**config.mk**
```make
export PLATFORM = sky130hd
export DESIGN_NAME = base_skid_buf
export DESIGN_NICKNAME = d
export VERILOG_FILES = /design/src/rtl/base_skid_buf.sv
export SDC_FILE = /design/constraint.sdc
export NUM_CORES = 1
export LEC_CHECK = 0
export CORE_MARGIN = 2
export CORE_UTILIZATION = 36
export DETAILED_ROUTE_END_ITERATION = 6
export SYNTH_ARGS = -nofsm -noshare
export SYNTH_HDL_FRONTEND = slang
export SYNTH_SLANG_ARGS = --single-unit
export TNS_END_PERCENT = 30
```
**constraint.sdc**
```tcl
create_clock -name clk -period 3.31 [get_ports clk]
set_input_delay 0.662 -clock clk [delete_from_list [all_inputs] [get_ports clk]]
set_output_delay 0.662 -clock clk [all_outputs]
set_load 0.005 [all_outputs]
```
**src/rtl/base_skid_buf.sv**
```systemverilog
// base_skid_buf: two-entry valid/ready register stage; registers data/valid and ready paths.
module base_skid_buf #(
  parameter int DAT_W = 8
) (
  input  logic             clk,
  input  logic             rst_n,
  input  logic             in_vld,
  output logic             in_rdy,
  input  logic [DAT_W-1:0] in_dat,
  output logic             out_vld,
  input  logic             out_rdy,
  output logic [DAT_W-1:0] out_dat,
  output logic [1:0]       occ
);
  typedef enum logic [1:0] {EMPTY = 2'd0, ONE = 2'd1, FULL = 2'd2} state_t;
  state_t           state_q, state_d;
  logic [DAT_W-1:0] main_q, main_d, skid_q, skid_d;
  logic             rdy_q, rdy_d;
  logic             push, pop;
  assign out_vld = state_q != EMPTY;
  assign in_rdy  = rdy_q & (state_q != FULL);
  assign out_dat = main_q;
  assign occ     = state_q;
  assign push    = in_vld & in_rdy;
  assign pop     = out_vld & out_rdy;
  always_comb begin
    state_d = state_q;
    main_d  = main_q;
    skid_d  = skid_q;
    rdy_d   = 1'b1;
    case (state_q)
      EMPTY: if (push) begin
        main_d  = in_dat;
        state_d = ONE;
      end
      ONE: if (push && pop) main_d = in_dat;
      else if (push) begin
        skid_d  = in_dat;
        state_d = FULL;
      end
      else if (pop) state_d = EMPTY;
      FULL: if (pop) begin
        main_d  = skid_q;
        state_d = ONE;
      end
      default: state_d = EMPTY;
    endcase
  end
  always_ff @(posedge clk) begin
    if (!rst_n) begin
      state_q <= EMPTY;
      main_q  <= '0;
      skid_q  <= '0;
      rdy_q   <= 1'b0;
    end else begin
      state_q <= state_d;
      main_q  <= main_d;
      skid_q  <= skid_d;
      rdy_q   <= rdy_d;
    end
  end
endmodule

```
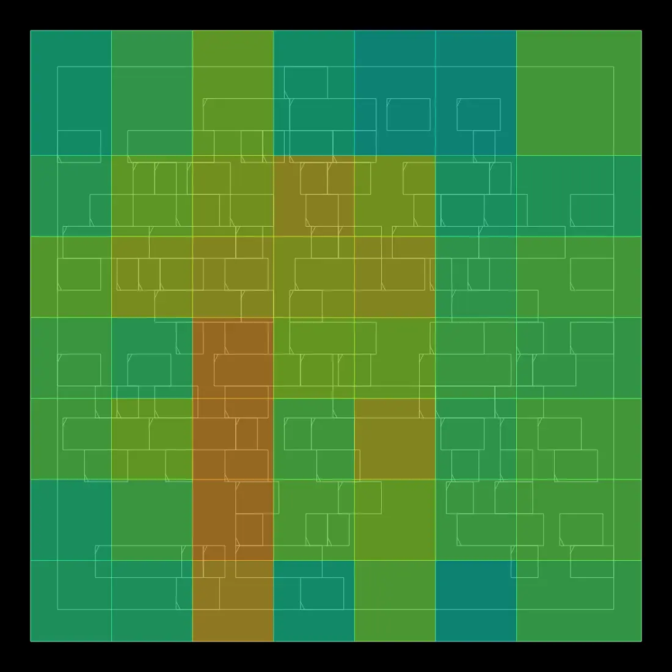
final_congestion.png
met2 usage: 20.04%
met1 GRT Util: 16.01%
global-route layer with the greatest usage: met2
Util after Layout: 50.20%
Total Routing Usage GR: 12.44%

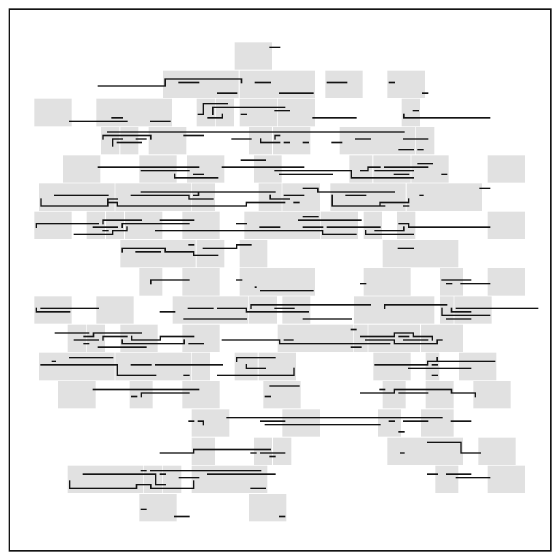
met1.png
Cells faint in the background.
- longest straight run: 28.5 um
- share of all routed wire: 50%
- wire length on this layer: 724 um

==> results.txt <==
fresh numbers from the pnr run: status=finished clean, Arrival @ worst endpoint=1.82 ns, CTS tree=done, Top cell area share=45.78%, top cells by area=dfxtp_1 46%, mux2i_1 20%, nor2b_1 6.0%, a21oi_1 4.8%, o21ai_0 3.6%, n_diodes=0, PnR worst setup slack=0.8257 ns, pre-CTS setup slack=0.8575 ns, Seq share, synth=45.78%, global placement routability congestion=0.6803, Clock Path Buffers=2, H-tree lvl count=1, CORE AREA=2191 um2, Setup CP Type=reg2out, post-synthesis cell area=830.8 um2, WHS Endpoint=out_dat[0], width of the die=52.04 um, initial antenna violation count=0, crit path max-delay cell type=dfxtp_1, total of warnings raised by yosys=0, most frequent cells in the layout=23 x clkdlybuf4s50_1, 19 x dfxtp_1, 17 x mux2i_1, total number of vias=610, reg2reg start=occ[0], syn_nets=90, Tcrit/Tclk final=75.05%, crit-path cells=nand2b_2 -> and2_1 -> clkdlybuf4s50_1, Commonest Layout Cell=clkdlybuf4s50_1, Hold Vio Cnt, Final=0, Ports=24, Worst Path Required=2.65 ns, port bufs=23, post-synth area from yosys stat=830.8 um2, Worst Tran Pin Value=0.6211 ns, RSZ-0062 raised after global routing=no, number of vias per cell=4.692, fin. max-slew vios=0, cts hold-fix bufs=0, Max FO, Critical Path=10, die area=2708 um2, post-route ant nets=0, drt first pass iters=2, FF-to-FF End=skid_q[3], ys flops=19, Reg2Reg Depth=5, pwr dens=390.0 nW/um2, area delta synth->final=32.38%, slowest stage delay, CP=0.57 ns, Startpoint Class=flop, Log Warnings=26, P_leak=0.4361 nW, filler cell count=220, worst hold path class=reg2reg, share of cells above drive strength 1=10.78%, clk_skew=0.002151 ns, setup violators final=0, cell type with the largest total area=dfxtp_1, number of cell rows=17, routed length per instance=11.18 um, Clock Tree Root=clkbuf_4, Hold Path Cell Cnt=2, Reg2Reg Setup Slack=1.64 ns, CTS buffer count=3, Remaining DRCs=0, max_cap viols=0, NumNets Final=115, worst vdd ir=232.9 uV, Slew headroom=58.60%, DRT iter0 DRCs=4, Die Y=52.04 um, fmax=0.4025 GHz, grt total ovfl=0, post-synthesis cell count from yosys=78, min-delay src=out_dat[0], number of global-route vias before repair=562, setup TNS=0 ns, crit path time final=2.484 ns, Critical Path Sink Type=output port, Floorplan Utilization=37.92%
==> cells in the mapped netlist (2+ instances only) <==
master   count
o21a_1       2
dfxtp_1     19
o21ai_1      2
a21oi_1      8
and2_1       2
o21ai_0      6
mux2i_1     17
nand2_1      2
nor2b_1      8
buf_6        2
==> layer usage <==
| metal | GRT usage [%] | routed length (um) |
|---|---|---|
| met3 | 3.448 | 76 |
| met5 | 0 | 0 |
| met4 | 3.947 | 13 |
| met1 | 16.01 | 723 |
| met2 | 20.04 | 640 |
==> kinds of logic (layout without fill, tap and decap cells) <==
kind of cell / count (synthesis) / after routing / share of synthesized area (%)
multiplexers: 17 / 17 / 20.48
AND/OR/NAND/NOR: 18 / 18 / 15.21
flip-flops: 19 / 19 / 45.78
buffers and inverters: 4 / 28 / 3.764
AND-OR/OR-AND: 20 / 20 / 14.76
==> area by class of cell <==
cell class	count	area [um2]	share of cell area [%]
clock buffers	3	22.52	2.048
flip-flops and latches	19	380.4	34.58
multi-input cells	55	419.2	38.11
clock inverters	1	5.005	0.4551
well taps	28	35.03	3.185
repair buffers	24	237.7	21.62
==> sequential cells by signal (all words and copies together), names as in the netlist <==
name	cells
skid_q	8
occ	2
out_dat	8
rdy_q	1
==> how the worst max path moves through the flow <==
| stage | from | to | slack [ns] | cells past startpoint |
|---|---|---|---|---|
| detailed placement | out_rdy | skid_q[1] | 0.86 | 6 |
| finish | occ[1] | in_rdy | 0.83 | 3 |
| global placement | out_rdy | skid_q[2] | 0.89 | 6 |
| CTS | occ[1] | in_rdy | 0.80 | 3 |
| floorplan | occ[1] | in_rdy | 1.69 | 3 |
| global route | occ[1] | in_rdy | 0.70 | 3 |
==> critical path, delay by kind of cell, from the launching register on <==
kind / cells / cell delay [ns]
AND/OR/NAND/NOR: 2 / 0.53
flip-flops: 1 / 0.57
buffers and inverters: 1 / 0.43
==> power by group <==
part / internal (mW) / total [mW] / switching (mW)
clock network: 0.0449 / 0.117 / 0.0723
logic: 0.0433 / 0.0673 / 0.0241
registers: 0.239 / 0.244 / 0.00552
total: 0.327 / 0.429 / 0.102
==> metrics by stage <==
step	cell area, um2	std cells	total power, mW	util, %	hold WS (ns)
2_1_floorplan	830.8	78	0.2795	-	0.4819
3_3_place_gp	1072	126	0.3177	48.94	0.4969
3_5_place_dp	1072	126	0.3179	48.94	0.5023
4_1_cts	1100	130	0.4353	50.20	0.5303
5_1_grt	1100	130	0.4510	50.20	0.5581
6_report	1100	130	0.4289	50.20	0.5269
Power is estimated from default activity; no workload was simulated.
